**src/rtl/ram_rr_arbiter.sv**
```systemverilog
// Round-robin arbiter that multiplexes NREQ single-word cache-side requesters onto one RAM port.
// The grant is registered and held until the RAM reports ACCESS; the requester just served drops to lowest priority.
module ram_rr_arbiter #(
  parameter int NREQ = 2,
  localparam int IDW = (NREQ > 1) ? $clog2(NREQ) : 1
) (
  input  logic                 CLK,
  input  logic                 nRST,
  input  logic [NREQ-1:0]      ren,
  input  logic [NREQ-1:0]      wen,
  input  logic [NREQ*32-1:0]   addr,
  input  logic [NREQ*32-1:0]   store,
  output logic [NREQ-1:0]      rwait,
  output logic [NREQ*32-1:0]   load,
  output logic                 ramREN,
  output logic                 ramWEN,
  output logic [31:0]          ramaddr,
  output logic [31:0]          ramstore,
  input  logic [31:0]          ramload,
  input  logic [1:0]           ramstate,
  output logic                 busy,
  output logic [IDW-1:0]       gnt_id
);

  localparam logic       IDLE  = 1'b0;
  localparam logic       GRANT = 1'b1;
  localparam logic [1:0] RS_ACCESS = 2'd2;

  logic           state_q, state_d;
  logic [IDW-1:0] ptr_q, ptr_d;
  logic [IDW-1:0] gnt_q, gnt_d;

  logic [NREQ-1:0] req;
  logic            sel_ren, sel_wen, sel_req;
  logic [31:0]     sel_addr, sel_store;
  logic            pick_found;
  logic [IDW-1:0]  pick, idx;
  logic            in_grant, done;

  always_comb begin
    req       = ren | wen;
    sel_ren   = 1'b0;
    sel_wen   = 1'b0;
    sel_addr  = '0;
    sel_store = '0;
    for (int i = 0; i < NREQ; i++) begin
      if (gnt_q == IDW'(i)) begin
        sel_ren   = ren[i];
        sel_wen   = wen[i];
        sel_addr  = addr[i*32 +: 32];
        sel_store = store[i*32 +: 32];
      end
    end
    sel_req = sel_ren | sel_wen;

    // Search starts one past the last completed requester so it ends up last in line.
    pick_found = 1'b0;
    pick       = ptr_q;
    idx        = '0;
    for (int k = 1; k <= NREQ; k++) begin
      idx = IDW'((int'(ptr_q) + k) % NREQ);
      if (!pick_found && req[idx]) begin
        pick_found = 1'b1;
        pick       = idx;
      end
    end
  end

  always_comb begin
    in_grant = (state_q == GRANT);
    done     = in_grant && sel_req && (ramstate == RS_ACCESS);

    busy     = in_grant;
    gnt_id   = in_grant ? gnt_q : '0;
    ramWEN   = in_grant & sel_wen;
    ramREN   = in_grant & sel_ren & ~sel_wen;
    ramaddr  = in_grant ? sel_addr : '0;
    ramstore = in_grant ? sel_store : '0;

    rwait = '1;
    load  = '0;
    for (int i = 0; i < NREQ; i++) begin
      if (done && gnt_q == IDW'(i)) begin
        rwait[i] = 1'b0;
        if (!sel_wen) load[i*32 +: 32] = ramload;
      end
    end
  end

  always_comb begin
    state_d = state_q;
    ptr_d   = ptr_q;
    gnt_d   = gnt_q;
    if (state_q == IDLE) begin
      if (pick_found) begin
        state_d = GRANT;
        gnt_d   = pick;
      end
    end else begin
      // ERROR and BUSY both simply hold the grant; a dropped request abandons without moving the pointer.
      if (done) begin
        state_d = IDLE;
        ptr_d   = gnt_q;
      end else if (!sel_req) begin
        state_d = IDLE;
      end
    end
  end

  always_ff @(posedge CLK or negedge nRST) begin
    if (!nRST) begin
      state_q <= IDLE;
      ptr_q   <= IDW'(NREQ - 1);
      gnt_q   <= '0;
    end else begin
      state_q <= state_d;
      ptr_q   <= ptr_d;
      gnt_q   <= gnt_d;
    end
  end

endmodule

```
**config.mk**
```make
export PLATFORM = sky130hd
export DESIGN_NAME = ram_rr_arbiter
export DESIGN_NICKNAME = d
export VERILOG_FILES = /design/src/rtl/ram_rr_arbiter.sv
export SDC_FILE = /design/constraint.sdc
export NUM_CORES = 1
export LEC_CHECK = 0
export CAP_MARGIN = 10
export CORE_AREA = 2 2 116 118
export DETAILED_ROUTE_END_ITERATION = 6
export DIE_AREA = 0 0 118 120
export PLACE_DENSITY_LB_ADDON = 0.3
export SKIP_CTS_REPAIR_TIMING = 1
export SLEW_MARGIN = 20
export SYNTH_ARGS = -nofsm -noshare
export SYNTH_HDL_FRONTEND = slang
export SYNTH_SLANG_ARGS = --single-unit
```
**constraint.sdc**
```tcl
create_clock -name CLK -period 4.9 [get_ports CLK]
set_clock_uncertainty 0.2 [all_clocks]
set_input_delay 0.98 -clock CLK [delete_from_list [all_inputs] [get_ports CLK]]
set_output_delay 0.98 -clock CLK [all_outputs]
set_load 0.01 [all_outputs]
```
run_1/m2.png
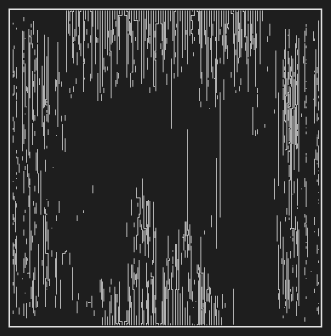
- main direction: vertical
- share of all routed wire: 54%
- nets with wire on the layer: 581
- wire length on this layer: 5,060 µm

run_1/route_heat.png
The bar under the picture is 20 µm long. The die is cut into 24 by 24 equal tiles; black is low, pale yellow is high, scaled to the fullest tile. Values are wire area over tile area, all layers added.
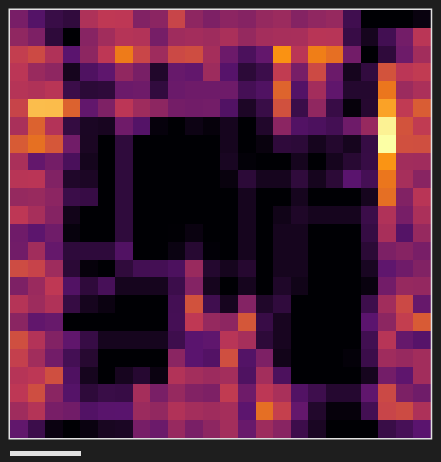
- mean over tiles: 0.11
- fullest tile: 0.47
- tiles over half the peak: 10%
- nearly empty tiles: 22%
DR vias: 2,728
total routing resource utilization after global routing: 0.1204
post-detailed-routing wire length: 9449 µm
average routed wire per standard cell: 13.46 µm

==> run_summary.xml, run 1 <==
<?xml version="1.0" encoding="UTF-8"?>
<metrics>
  <group name="route">
    <metric name="drcViolationCount" unit="">0</metric>
    <metric name="detail_route.vias_per_cell" unit="">3.886</metric>
    <metric name="ant_nets" unit="">0</metric>
    <metric name="dr.pass1.iters" unit="">4</metric>
    <metric name="detailedRoute.firstIterationViolations" unit="">57</metric>
  </group>
  <group name="setup_path">
    <metric name="critPathLaunchType" unit="">input port</metric>
    <metric name="critPathCaptureType" unit="">output pin</metric>
    <metric name="critical_path_sink" unit="">load[11]</metric>
    <metric name="r2r_setup_slack" unit="ns">3.26</metric>
    <metric name="critPathArrivalTime" unit="ns">3.04</metric>
    <metric name="critical_path_peak_fanout" unit="">32</metric>
    <metric name="criticalPathCategory" unit="">input port to output pin</metric>
    <metric name="r2r.worst_path.cells" unit="">4</metric>
    <metric name="worstSetupStartpoint" unit="">ren[0]</metric>
    <metric name="timing.rr.end" unit="">busy</metric>
    <metric name="worst_r2r_startpoint" unit="">busy</metric>
    <metric name="required" unit="ns">3.72</metric>
  </group>
  <group name="synthesis">
    <metric name="count_of_library_flops_with_an_enable_pin" unit="">0</metric>
    <metric name="synth.yosys.num_cells" unit="">239</metric>
    <metric name="netlist_logic_family_top" unit="">simple AND/OR/NAND/NOR gates</metric>
    <metric name="postSynthSeqShare" unit="">0.04305</metric>
    <metric name="synth-adder-area-share" unit="">0</metric>
    <metric name="synthesis.instances" unit="">239</metric>
    <metric name="netlist_area" unit="µm²">1773</metric>
    <metric name="ys_sh_aoi" unit="">0.03105</metric>
    <metric name="synthDominantAreaCellType" unit="">sky130_fd_sc_hd__mux2i_1</metric>
    <metric name="synth.top_cell.area_share" unit="">0.3670</metric>
    <metric name="area_leaders" unit="">sky130_fd_sc_hd__mux2i_1 (37%), sky130_fd_sc_hd__and2_1 (23%), sky130_fd_sc_hd__nor2b_1 (23%), sky130_fd_sc_hd__buf_2 (3.1%), sky130_fd_sc_hd__dfrtp_1 (2.8%)</metric>
    <metric name="synthSimpleGateAreaFrac" unit="">0.4982</metric>
    <metric name="yosys-mux-area-fraction" unit="">0.3670</metric>
    <metric name="yosys_chip_area" unit="µm²">1773</metric>
    <metric name="synthDistinctLibCells" unit="">21</metric>
    <metric name="syn-mean-instance-area" unit="µm²">7.418</metric>
    <metric name="synth-async-reset-ratio" unit="">1.000</metric>
    <metric name="top_cells_by_count" unit="">sky130_fd_sc_hd__and2_1 (65), sky130_fd_sc_hd__mux2i_1 (65), sky130_fd_sc_hd__nor2b_1 (65), sky130_fd_sc_hd__buf_2 (11), sky130_fd_sc_hd__clkbuf_1 (7)</metric>
    <metric name="xor_xnor_portion_of_the_synthesized_cell_area" unit="">0</metric>
    <metric name="yosysWarningCount" unit="">0</metric>
    <metric name="ys_dominant_reg_cell" unit="">sky130_fd_sc_hd__dfrtp_1</metric>
    <metric name="synth-seq-cells" unit="">3</metric>
    <metric name="postSynthNetCount" unit="">407</metric>
  </group>
  <group name="placement">
    <metric name="gpl_wtd_cong" unit="">0.8754</metric>
    <metric name="dp.cells" unit="">698</metric>
    <metric name="place.detailed.hpwl" unit="µm">8227</metric>
    <metric name="io_buffers" unit="">301</metric>
  </group>
  <group name="cells_and_area">
    <metric name="layout-area-overhead-vs-synth" unit="%">182.5</metric>
    <metric name="finalNonFillerCells" unit="">702</metric>
    <metric name="drive_above_1_share" unit="">0.02091</metric>
    <metric name="antennaDiodeCount" unit="">0</metric>
    <metric name="fillCellCount" unit="">1341</metric>
    <metric name="final-seq-area" unit="µm²">81.33</metric>
    <metric name="logic_area" unit="µm²">1589</metric>
    <metric name="layout.nets" unit="">695</metric>
    <metric name="finish.utilization" unit="">0.3859</metric>
  </group>
  <group name="global_route">
    <metric name="grt_pass1_wl" unit="µm">13540</metric>
    <metric name="vias_in_the_first_global_route" unit="">2620</metric>
    <metric name="maximum_number_of_pins_on_one_net_before_global_route_repair" unit="">72</metric>
    <metric name="antenna_found_initial" unit="">0</metric>
    <metric name="grt-ovfl-total" unit="">0</metric>
  </group>
  <group name="pwr">
    <metric name="vdd_ir_drop_max" unit="mV">0.1595</metric>
    <metric name="p_leak" unit="nW">2.067</metric>
    <metric name="power.density_cell_area" unit="nW/µm²">263.0</metric>
  </group>
  <group name="floorplan">
    <metric name="total_die_area" unit="µm²">14160</metric>
    <metric name="chipWidth" unit="µm">118</metric>
    <metric name="coreArea" unit="µm²">12980</metric>
    <metric name="die_h" unit="µm">120</metric>
    <metric name="placementRows" unit="">42</metric>
    <metric name="io-pin-count" unit="">302</metric>
    <metric name="initial_standard_cell_utilization_of_the_core" unit="">0.1366</metric>
  </group>
  <group name="cts">
    <metric name="h-tree-depth" unit="">1</metric>
    <metric name="cts.sinks" unit="">3</metric>
    <metric name="clk_latency" unit="ns">0.22</metric>
    <metric name="cts.clk_slew.worst_paths" unit="ns">0.03</metric>
    <metric name="clock_tree_from_tritoncts" unit="">yes</metric>
    <metric name="cts_inserted_buffers" unit="">3</metric>
    <metric name="cts_root_buffer" unit="">sky130_fd_sc_hd__clkbuf_16</metric>
    <metric name="clk_path_buf_depth" unit="">2</metric>
  </group>
  <group name="sta">
    <metric name="hold_viol" unit="">0</metric>
    <metric name="totalNegativeSetupSlack" unit="ns">0</metric>
    <metric name="max_slew.worst_pin.slew" unit="ns">0.6486</metric>
    <metric name="maxClockFrequency" unit="MHz">236.7</metric>
    <metric name="relSlewSlack" unit="">0.5676</metric>
    <metric name="drv_slew" unit="">0</metric>
    <metric name="setup-violations-final" unit="">0</metric>
    <metric name="grt_setup_unrepaired" unit="">no</metric>
    <metric name="post-route-period-util" unit="">0.8621</metric>
    <metric name="final.min_clock_period" unit="ns">4.224</metric>
  </group>
  <group name="run">
    <metric name="cap_violations" unit="">0</metric>
    <metric name="log.warning_count" unit="">26</metric>
  </group>
  <group name="status">
    <metric name="run_status" unit="">finished, final reports clean</metric>
  </group>
  <group name="hold_path">
    <metric name="worst_hold_startpoint" unit="">ptr_q</metric>
    <metric name="worstHoldEndpoint" unit="">ptr_q</metric>
    <metric name="hold_class" unit="">flop to flop</metric>
    <metric name="hold_path_depth" unit="">1</metric>
  </group>
</metrics>
run_1/m1.png
The bar under the picture is 20 µm long.
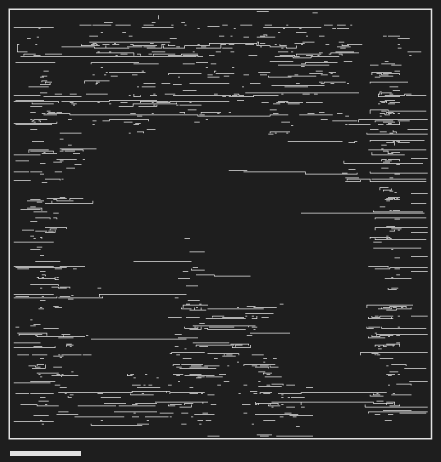
- longest straight run: 49.2 µm
- nets with wire on the layer: 573
- wire length on this layer: 3,290 µm
- main direction: horizontal
- share of all routed wire: 35%
global routing usage on met1: 0.1177

## run 1: area by class of cell
class                      instances  area share
inverter                           1   0.0007494
sequential                         3     0.01624
clock buffer                       4     0.01574
multi-input combinational        214      0.3173
timing repair buffer             304      0.6060
tap                              176     0.04397
## run 1: through the flow
stage	instance area, µm²	power [W]	setup WS (ns)	hold WS (ns)
floorplan	1773	0.0006169	1.935	0.3560
global placement	4930	0.001200	0.6960	0.3635
detailed placement	4930	0.001208	0.6469	0.3674
CTS	5009	0.001345	0.6469	0.3716
global route	5009	0.001408	0.5413	0.3774
finish	5009	0.001317	0.6757	0.3700
## run 1: report_power, final
part           switching, W  leakage (nW)  internal [W]
sequential        0.0000606        0.0306     0.0000390
clock             0.0000214        0.0382      0.000107
combinational      0.000414          2.00      0.000675
total              0.000496          2.07      0.000822
## run 1: metal layers
metal	part of all wire	track usage	up-vias
met2	0.54	0.2358	184
li1	-	-	1353
met3	0.10	0.04087	8
met5	0	0	-
met1	0.35	0.1177	1183
met4	0.015	0.03916	0
## run 1: placed cells by master (no fill, tap or decap), types with 2 or more instances in the layout
master and instances:
sky130_fd_sc_hd__a21boi_1 2, sky130_fd_sc_hd__and2_1 65, sky130_fd_sc_hd__buf_4 3, sky130_fd_sc_hd__clkbuf_16 3
sky130_fd_sc_hd__clkdlybuf4s50_1 301, sky130_fd_sc_hd__mux2i_1 65, sky130_fd_sc_hd__nand3b_1 2, sky130_fd_sc_hd__nor2_1 6
sky130_fd_sc_hd__nor2b_1 65
## run 1: critical path, cell delays in order
cell and delay [ns]:
sky130_fd_sc_hd__clkdlybuf4s50_1 0.49, sky130_fd_sc_hd__or3b_4 0.40, sky130_fd_sc_hd__nor2_4 0.40, sky130_fd_sc_hd__and2_1 0.22
sky130_fd_sc_hd__clkdlybuf4s50_1 0.54
run_1/congestion_map.png
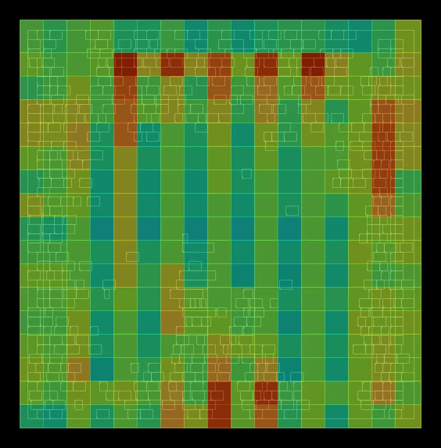

==> run 2, diff against run 1 <==
REMOVE_ABC_BUFFERS = 1   (was unset)
run_2/congestion_map.png
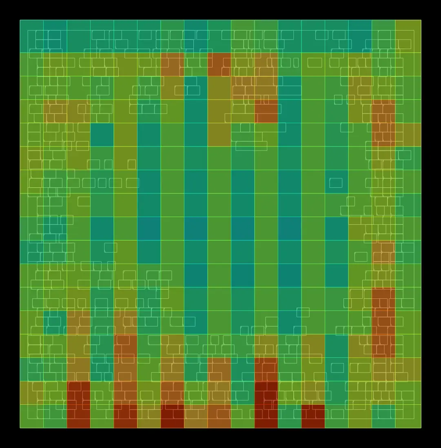
routing usage on met2: 0.2402
average routed wire per standard cell: 13.24 µm
Most Crowded Layer GR: met2
met3 Use GR: 0.05418
total routing resource utilization after global routing: 0.1195

run_2/util_map.png
The bar under the picture is 20 µm long. The die is cut into 12 by 12 equal tiles; black is low, pale yellow is high, 0 to 100% covered.
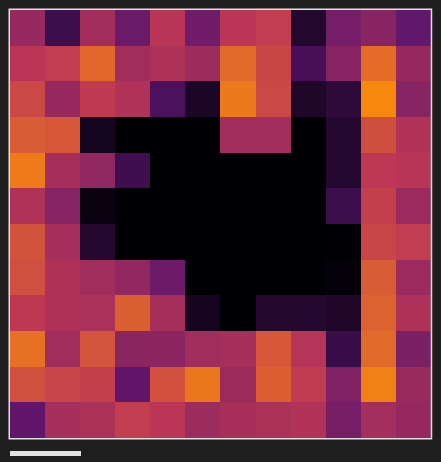
- mean over tiles: 34%
- fullest tile: 74%
- densest ninth of the die: bottom left
- nearly empty tiles: 19%
- emptiest ninth of the die: middle

run_2/m2.png
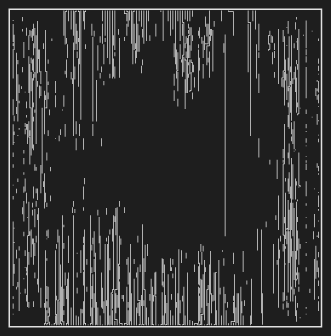
- share of all routed wire: 53%
- longest straight run: 76.5 µm
post-detailed-routing wire length: 9294 µm
DR vias: 2,743

==> run 2 against run 1 <==
  * Combinational power rose by 6%
  * Sequential power fell by 52%
  * Final cell count did not move
  * Non-clock buffer count did not move
  * Critical path depth did not move
  * Sequential share of layout area barely moved
  * Global-route usage fell by 0.088 points
  * Die size did not move
  * Routed wire length fell by 1.6%
  * Design area rose by 0.22%
  * Largest cell class unchanged
==> run_summary.xml, run 2 <==
<?xml version="1.0" encoding="UTF-8"?>
<metrics>
  <group name="status">
    <metric name="run_status" unit="">finished, final reports clean</metric>
  </group>
  <group name="synthesis">
    <metric name="synth-async-reset-ratio" unit="">1.000</metric>
    <metric name="syn-mean-instance-area" unit="µm²">7.418</metric>
    <metric name="synthesis.instances" unit="">239</metric>
    <metric name="synth.yosys.num_cells" unit="">239</metric>
    <metric name="synthDistinctLibCells" unit="">21</metric>
    <metric name="top_cells_by_count" unit="">sky130_fd_sc_hd__and2_1 (65), sky130_fd_sc_hd__mux2i_1 (65), sky130_fd_sc_hd__nor2b_1 (65), sky130_fd_sc_hd__buf_2 (11), sky130_fd_sc_hd__clkbuf_1 (7)</metric>
    <metric name="ys_dominant_reg_cell" unit="">sky130_fd_sc_hd__dfrtp_1</metric>
    <metric name="netlist_logic_family_top" unit="">simple AND/OR/NAND/NOR gates</metric>
    <metric name="synth-seq-cells" unit="">3</metric>
    <metric name="xor_xnor_portion_of_the_synthesized_cell_area" unit="">0</metric>
    <metric name="ys_sh_aoi" unit="">0.03105</metric>
    <metric name="yosysWarningCount" unit="">0</metric>
    <metric name="synth.top_cell.area_share" unit="">0.3670</metric>
  </group>
  <group name="route">
    <metric name="detailroute.wirelength.met3" unit="µm">1177</metric>
    <metric name="drcViolationCount" unit="">0</metric>
    <metric name="detailedRoute.firstIterationViolations" unit="">42</metric>
    <metric name="maxUsedRoutingLayer" unit="">met4</metric>
    <metric name="wl_met1" unit="µm">3095</metric>
    <metric name="detail_route.vias_per_cell" unit="">3.907</metric>
    <metric name="dr_wl_met2" unit="µm">4912</metric>
    <metric name="dr.pass1.iters" unit="">4</metric>
    <metric name="ant_nets" unit="">0</metric>
  </group>
  <group name="global_route">
    <metric name="vias_in_the_first_global_route" unit="">2779</metric>
    <metric name="grt-ovfl-total" unit="">0</metric>
    <metric name="antenna_found_initial" unit="">0</metric>
    <metric name="maximum_number_of_pins_on_one_net_before_global_route_repair" unit="">73</metric>
  </group>
  <group name="setup_path">
    <metric name="criticalPathCategory" unit="">input port to output pin</metric>
    <metric name="cp_common_cell" unit="">sky130_fd_sc_hd__clkdlybuf4s50_1</metric>
    <metric name="critical_path_peak_fanout" unit="">32</metric>
    <metric name="critPathCaptureType" unit="">output pin</metric>
    <metric name="cp_slowest_stage_delay" unit="ns">0.54</metric>
    <metric name="cpMaxStageDelayCell" unit="">sky130_fd_sc_hd__clkdlybuf4s50_1</metric>
  </group>
  <group name="cells_and_area">
    <metric name="drive_above_1_share" unit="">0.01901</metric>
    <metric name="finalNonFillerCells" unit="">702</metric>
    <metric name="antennaDiodeCount" unit="">0</metric>
    <metric name="finish.utilization" unit="">0.3867</metric>
    <metric name="top_layout_cell" unit="">sky130_fd_sc_hd__clkdlybuf4s50_1</metric>
    <metric name="layout-area-overhead-vs-synth" unit="%">183.1</metric>
  </group>
  <group name="pwr">
    <metric name="power.total" unit="W">0.001330</metric>
    <metric name="power.density_cell_area" unit="nW/µm²">264.9</metric>
    <metric name="p_leak" unit="nW">2.073</metric>
    <metric name="vdd_ir_drop_max" unit="mV">0.1699</metric>
  </group>
  <group name="sta">
    <metric name="totalNegativeSetupSlack" unit="ns">0</metric>
    <metric name="final.min_clock_period" unit="ns">4.240</metric>
    <metric name="relSlewSlack" unit="">0.6314</metric>
    <metric name="hold_viol" unit="">0</metric>
    <metric name="worst_slack" unit="ns">0.6603</metric>
    <metric name="post-route-period-util" unit="">0.8652</metric>
    <metric name="setup-violations-final" unit="">0</metric>
    <metric name="maxClockFrequency" unit="MHz">235.9</metric>
    <metric name="hold_slack" unit="ns">0.3768</metric>
    <metric name="drv_slew" unit="">0</metric>
  </group>
  <group name="floorplan">
    <metric name="io-pin-count" unit="">302</metric>
    <metric name="placementRows" unit="">42</metric>
    <metric name="total_die_area" unit="µm²">14160</metric>
  </group>
  <group name="cts">
    <metric name="cts.clk_slew.worst_paths" unit="ns">0.03</metric>
    <metric name="clock_tree_from_tritoncts" unit="">yes</metric>
    <metric name="h-tree-depth" unit="">1</metric>
    <metric name="cts_root_buffer" unit="">sky130_fd_sc_hd__clkbuf_16</metric>
    <metric name="clk_latency" unit="ns">0.22</metric>
    <metric name="clk_path_buf_depth" unit="">2</metric>
  </group>
  <group name="run">
    <metric name="cap_violations" unit="">0</metric>
    <metric name="log.warning_count" unit="">25</metric>
  </group>
  <group name="placement">
    <metric name="place.detailed.hpwl" unit="µm">8038</metric>
    <metric name="preCtsSetupSlack" unit="ns">0.6306</metric>
    <metric name="io_buffers" unit="">301</metric>
  </group>
  <group name="hold_path">
    <metric name="hold_class" unit="">flop to flop</metric>
  </group>
</metrics>
-- run 2: cell counts in the layout (fill, tap and decap cells not counted) --
Identical to the previous run, type by type.
-- run 2: critical path, delay by kind of cell --
family / cells / cell delay (ns)
AND/OR/NAND/NOR: 3 / 1.03
buffers and inverters: 2 / 1.04
-- run 2: final cells by class --
| cell class | instances | area [µm²] | share of cell area |
|---|---|---|---|
| Tap cell | 176 | 220.2 | 0.04387 |
| Multi-Input combinational cell | 214 | 1589 | 0.3165 |
| Sequential cell | 3 | 80.08 | 0.01595 |
| Inverter | 1 | 3.754 | 0.0007478 |
| Clock buffer | 4 | 78.83 | 0.01570 |
| Timing Repair Buffer | 304 | 3048 | 0.6072 |
-- run 2: final timing paths --
| path | slack (ns) | end | cells after the start | from |
|---|---|---|---|---|
| setup / recovery | 0.66 | load[10] | 5 | ren[0] |
| hold / removal | 0.38 | ptr_q | 1 | ptr_q |
| setup reg to reg | 3.32 | busy | 4 | busy |
| hold reg to reg | 0.38 | ptr_q | 1 | ptr_q |
| max in group asynchronous | 3.54 | ptr_q | 1 | nRST |
| min in group asynchronous | 0.74 | busy | 1 | nRST |
-- run 2: power by group --
| part | switching (W) | total (W) | internal, W | leakage [nW] |
|---|---|---|---|---|
| combinational | 0.000469 | 0.00115 | 0.000685 | 2.00 |
| clock | 0.0000207 | 0.000128 | 0.000107 | 0.0382 |
| sequential | 0.00000832 | 0.0000476 | 0.0000393 | 0.0314 |
-- run 2: cells by family (layout without fill, tap and decap cells) --
group	Yosys count	count (layout)
simple gates	142	142
buf+inv	22	309
flops	3	3
mux	65	65
compound gates	7	7
-- run 2: per-layer routing --
layer / track usage / vias to the layer above
met5: 0 / -
met1: 0.1117 / 1198
met3: 0.05418 / 8
met2: 0.2402 / 180
met4: 0.01807 / 0
li1: - / 1357
run_2/route_heat.png
The bar under the picture is 20 µm long. The die is cut into 24 by 24 equal tiles; black is low, pale yellow is high, scaled to the fullest tile. Values are wire area over tile area, all layers added.
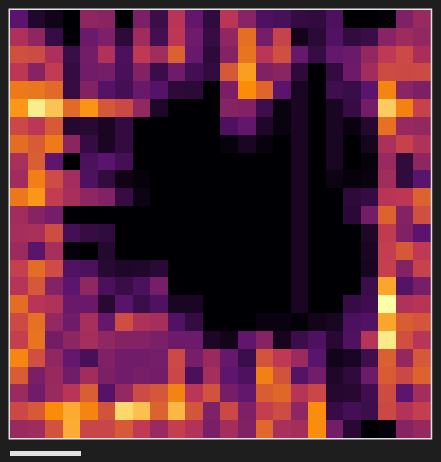

==> run 3, diff against run 2 <==
==> constraint.sdc (replaced) <==
create_clock -name CLK -period 3.5 [get_ports CLK]
set_clock_uncertainty 0.2 [all_clocks]
set_input_delay 1.05 -clock CLK [delete_from_list [all_inputs] [get_ports CLK]]
set_output_delay 1.05 -clock CLK [all_outputs]
set_load 0.01 [all_outputs]
run_3/route_heat.png
The bar under the picture is 20 µm long. The die is cut into 24 by 24 equal tiles; black is low, pale yellow is high, scaled to the fullest tile. Values are wire area over tile area, all layers added.
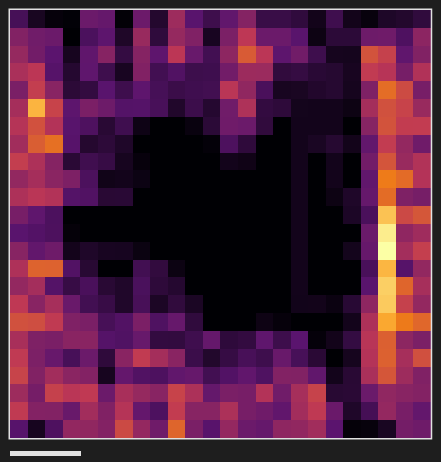
- densest ninth of the die: bottom left
- tiles over half the peak: 10%
- emptiest ninth of the die: middle
- fullest tile: 0.53
- nearly empty tiles: 21%
DR vias: 2,893
post-detailed-routing wire length: 10,480 µm
total routing resource utilization after global routing: 0.1198

run_3/util_map.png
The bar under the picture is 20 µm long. The die is cut into 12 by 12 equal tiles; black is low, pale yellow is high, 0 to 100% covered.
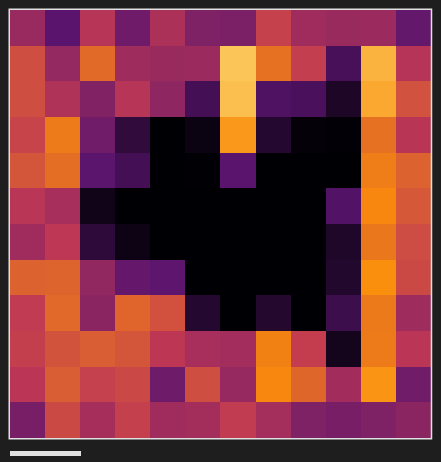
initial standard-cell utilization of the core: 0.1366
final core utilization: 0.4230
Core ar.: 12,980 µm²

run_3/m2.png
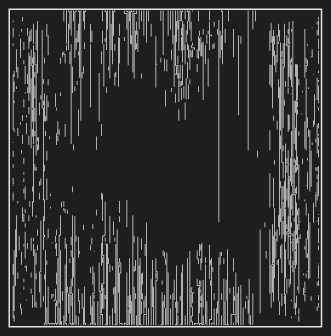
- main direction: vertical
- nets with wire on the layer: 628
- wire length on this layer: 5,690 µm
routing usage on met2: 0.2398

==> run 3 against run 2 <==
  * Final cell count up 3.3%
  * Flip-flop count did not move
  * Clock power up 41%
  * Synthesized cell count stayed put
  * Combinational power up 36%
  * Largest cell class unchanged
==> run_summary.xml, run 3 <==
<?xml version="1.0" encoding="UTF-8"?>
<metrics>
  <group name="global_route">
    <metric name="grt_pass1_wl" unit="µm">13790</metric>
    <metric name="vias_in_the_first_global_route" unit="">2735</metric>
    <metric name="antenna_found_initial" unit="">0</metric>
    <metric name="grt-ovfl-total" unit="">0</metric>
    <metric name="maximum_number_of_pins_on_one_net_before_global_route_repair" unit="">72</metric>
  </group>
  <group name="sta">
    <metric name="grt_setup_unrepaired" unit="">yes</metric>
    <metric name="totalNegativeSetupSlack" unit="ns">0</metric>
    <metric name="maxClockFrequency" unit="MHz">285.9</metric>
    <metric name="post-route-period-util" unit="">0.9995</metric>
    <metric name="setup-violations-final" unit="">0</metric>
    <metric name="final.min_clock_period" unit="ns">3.498</metric>
    <metric name="max_slew.worst_pin.slew" unit="ns">0.5545</metric>
    <metric name="relSlewSlack" unit="">0.6303</metric>
    <metric name="worst_slack" unit="ns">0.001875</metric>
    <metric name="hold_viol" unit="">0</metric>
    <metric name="drv_slew" unit="">0</metric>
  </group>
  <group name="setup_path">
    <metric name="critPathCaptureType" unit="">output pin</metric>
    <metric name="cp_num_buf_inv" unit="">4</metric>
    <metric name="required" unit="ns">2.25</metric>
    <metric name="cpMaxStageDelayCell" unit="">sky130_fd_sc_hd__or3b_4</metric>
    <metric name="crit_path_cell_trace" unit="">clkbuf_2 &gt; or3b_4 &gt; nor2_4 &gt; buf_12 &gt; buf_8 &gt; and2_1 &gt; dlymetal6s2s_1</metric>
    <metric name="criticalPathCategory" unit="">input port to output pin</metric>
    <metric name="critical_path_peak_fanout" unit="">8</metric>
    <metric name="critPathLaunchType" unit="">input port</metric>
    <metric name="cp_slowest_stage_delay" unit="ns">0.41</metric>
    <metric name="critPathArrivalTime" unit="ns">2.25</metric>
    <metric name="kind_of_cell_adding_the_most_delay_to_the_critical_path" unit="">simple AND/OR/NAND/NOR gates</metric>
  </group>
  <group name="run">
    <metric name="cap_violations" unit="">0</metric>
    <metric name="log.warning_count" unit="">26</metric>
  </group>
  <group name="synthesis">
    <metric name="synthSimpleGateAreaFrac" unit="">0.4982</metric>
    <metric name="synth.top_cell.area_share" unit="">0.3670</metric>
    <metric name="yosysWarningCount" unit="">0</metric>
    <metric name="synthDistinctLibCells" unit="">21</metric>
    <metric name="synthesis.instances" unit="">239</metric>
    <metric name="yosys_chip_area" unit="µm²">1773</metric>
    <metric name="xor_xnor_portion_of_the_synthesized_cell_area" unit="">0</metric>
    <metric name="synthDominantAreaCellType" unit="">sky130_fd_sc_hd__mux2i_1</metric>
    <metric name="netlist_logic_family_top" unit="">simple AND/OR/NAND/NOR gates</metric>
    <metric name="synth-seq-cells" unit="">3</metric>
    <metric name="top_cells_by_count" unit="">sky130_fd_sc_hd__and2_1 (65), sky130_fd_sc_hd__mux2i_1 (65), sky130_fd_sc_hd__nor2b_1 (65), sky130_fd_sc_hd__buf_2 (11), sky130_fd_sc_hd__clkbuf_1 (7)</metric>
    <metric name="synth-adder-area-share" unit="">0</metric>
    <metric name="yosys-mux-area-fraction" unit="">0.3670</metric>
    <metric name="ys_sh_aoi" unit="">0.03105</metric>
    <metric name="synth.yosys.num_cells" unit="">239</metric>
    <metric name="netlist_area" unit="µm²">1773</metric>
    <metric name="count_of_library_flops_with_an_enable_pin" unit="">0</metric>
    <metric name="syn-mean-instance-area" unit="µm²">7.418</metric>
    <metric name="area_leaders" unit="">sky130_fd_sc_hd__mux2i_1 (37%), sky130_fd_sc_hd__and2_1 (23%), sky130_fd_sc_hd__nor2b_1 (23%), sky130_fd_sc_hd__buf_2 (3.1%), sky130_fd_sc_hd__dfrtp_1 (2.8%)</metric>
    <metric name="synth-async-reset-ratio" unit="">1.000</metric>
    <metric name="ys_dominant_reg_cell" unit="">sky130_fd_sc_hd__dfrtp_1</metric>
    <metric name="postSynthSeqShare" unit="">0.04305</metric>
  </group>
  <group name="floorplan">
    <metric name="chipWidth" unit="µm">118</metric>
    <metric name="die_h" unit="µm">120</metric>
    <metric name="total_die_area" unit="µm²">14160</metric>
    <metric name="io-pin-count" unit="">302</metric>
    <metric name="placementRows" unit="">42</metric>
  </group>
  <group name="cells_and_area">
    <metric name="top_layout_cell" unit="">sky130_fd_sc_hd__clkdlybuf4s50_1</metric>
    <metric name="fillCellCount" unit="">1302</metric>
    <metric name="antennaDiodeCount" unit="">0</metric>
    <metric name="layout.nets" unit="">718</metric>
    <metric name="drive_above_1_share" unit="">0.1530</metric>
    <metric name="most-common-layout-cells" unit="">sky130_fd_sc_hd__clkdlybuf4s50_1 (164), sky130_fd_sc_hd__dlymetal6s2s_1 (99), sky130_fd_sc_hd__mux2i_1 (65), sky130_fd_sc_hd__nor2b_1 (65), sky130_fd_sc_hd__and2_1 (54)</metric>
    <metric name="layout-area-overhead-vs-synth" unit="%">209.7</metric>
  </group>
  <group name="placement">
    <metric name="place.detailed.hpwl" unit="µm">8114</metric>
    <metric name="preCtsSetupSlack" unit="ns">-0.6328</metric>
    <metric name="gpl_wtd_cong" unit="">0.8266</metric>
    <metric name="io_buffers" unit="">301</metric>
  </group>
  <group name="cts">
    <metric name="cts_root_buffer" unit="">sky130_fd_sc_hd__clkbuf_16</metric>
    <metric name="cts.sinks" unit="">3</metric>
    <metric name="cts_inserted_buffers" unit="">3</metric>
    <metric name="clk_path_buf_depth" unit="">2</metric>
    <metric name="cts.clk_slew.worst_paths" unit="ns">0.03</metric>
    <metric name="clk_latency" unit="ns">0.22</metric>
    <metric name="clock_tree_from_tritoncts" unit="">yes</metric>
    <metric name="h-tree-depth" unit="">1</metric>
  </group>
  <group name="route">
    <metric name="drcViolationCount" unit="">0</metric>
    <metric name="detail_route.wl_per_cell" unit="µm">14.46</metric>
    <metric name="ant_nets" unit="">0</metric>
    <metric name="detail_route.vias_per_cell" unit="">3.990</metric>
    <metric name="dr.pass1.iters" unit="">4</metric>
    <metric name="detailedRoute.firstIterationViolations" unit="">28</metric>
  </group>
  <group name="status">
    <metric name="run_status" unit="">finished, final reports clean</metric>
  </group>
  <group name="pwr">
    <metric name="power.density_cell_area" unit="nW/µm²">331.3</metric>
    <metric name="vdd_ir_drop_max" unit="mV">0.2192</metric>
    <metric name="p_leak" unit="nW">3.697</metric>
    <metric name="power.total" unit="W">0.001819</metric>
  </group>
  <group name="hold_path">
    <metric name="hold_class" unit="">flop to flop</metric>
  </group>
</metrics>
==> run 3: cell counts after synthesis <==
Identical to the previous run, type by type.
==> run 3: worst paths after layout <==
| path | from | to | slack [ns] | cells after the start |
|---|---|---|---|---|
| min in group asynchronous | nRST | gnt_q | 0.81 | 1 |
| worst min register to register | ptr_q | ptr_q | 0.37 | 1 |
| worst max register to register | gnt_q | busy | 1.92 | 4 |
| max in group asynchronous | nRST | ptr_q | 2.08 | 1 |
| worst max-delay path | wen[0] | load[21] | 0.002 | 7 |
| worst min-delay path | ptr_q | ptr_q | 0.37 | 1 |
==> run 3: cell type report <==
type	instances	area (µm²)	share of cell area
inverters	1	3.754	0.0006837
clock buffers	4	78.83	0.01436
flip-flops and latches	3	80.08	0.01459
repair buffers	327	3481	0.6340
well taps	176	220.2	0.04011
multi-input cells	214	1627	0.2963
==> run 3: logic make-up (layout without fill, tap and decap cells) <==
family          Yosys count  after routing
flops                     3              3
mux                      65             65
buf+inv                  22            332
compound gates            7              7
simple gates            142            142
==> run 3: metal layers <==
layer | track usage | up-vias | wire, µm
met2 | 0.2398 | 186 | 5693
met3 | 0.04515 | 13 | 1059
met5 | 0 | - | 0
met4 | 0.02108 | 0 | 197
li1 | - | 1410 | -
met1 | 0.1171 | 1284 | 3530
==> run 3: where the power goes <==
part	internal [W]	switching, W	leakage, nW
Combinational	0.000915	0.000647	3.63
Clock	0.000150	0.0000310	0.0382
Sequential	0.0000551	0.0000195	0.0314
==> run 3: metrics by stage <==
stage | hold slack [ns] | cell area [µm²] | instances
2_1_floorplan | 0.3560 | 1669 | 218
3_3_place_gp | 0.3633 | 5034 | 707
3_5_place_dp | 0.3764 | 5034 | 707
4_1_cts | 0.3806 | 5112 | 711
5_1_grt | 0.3962 | 5490 | 725
6_report | 0.3741 | 5490 | 725
Power figures rest on the tool's default switching activity, not on a simulated workload.
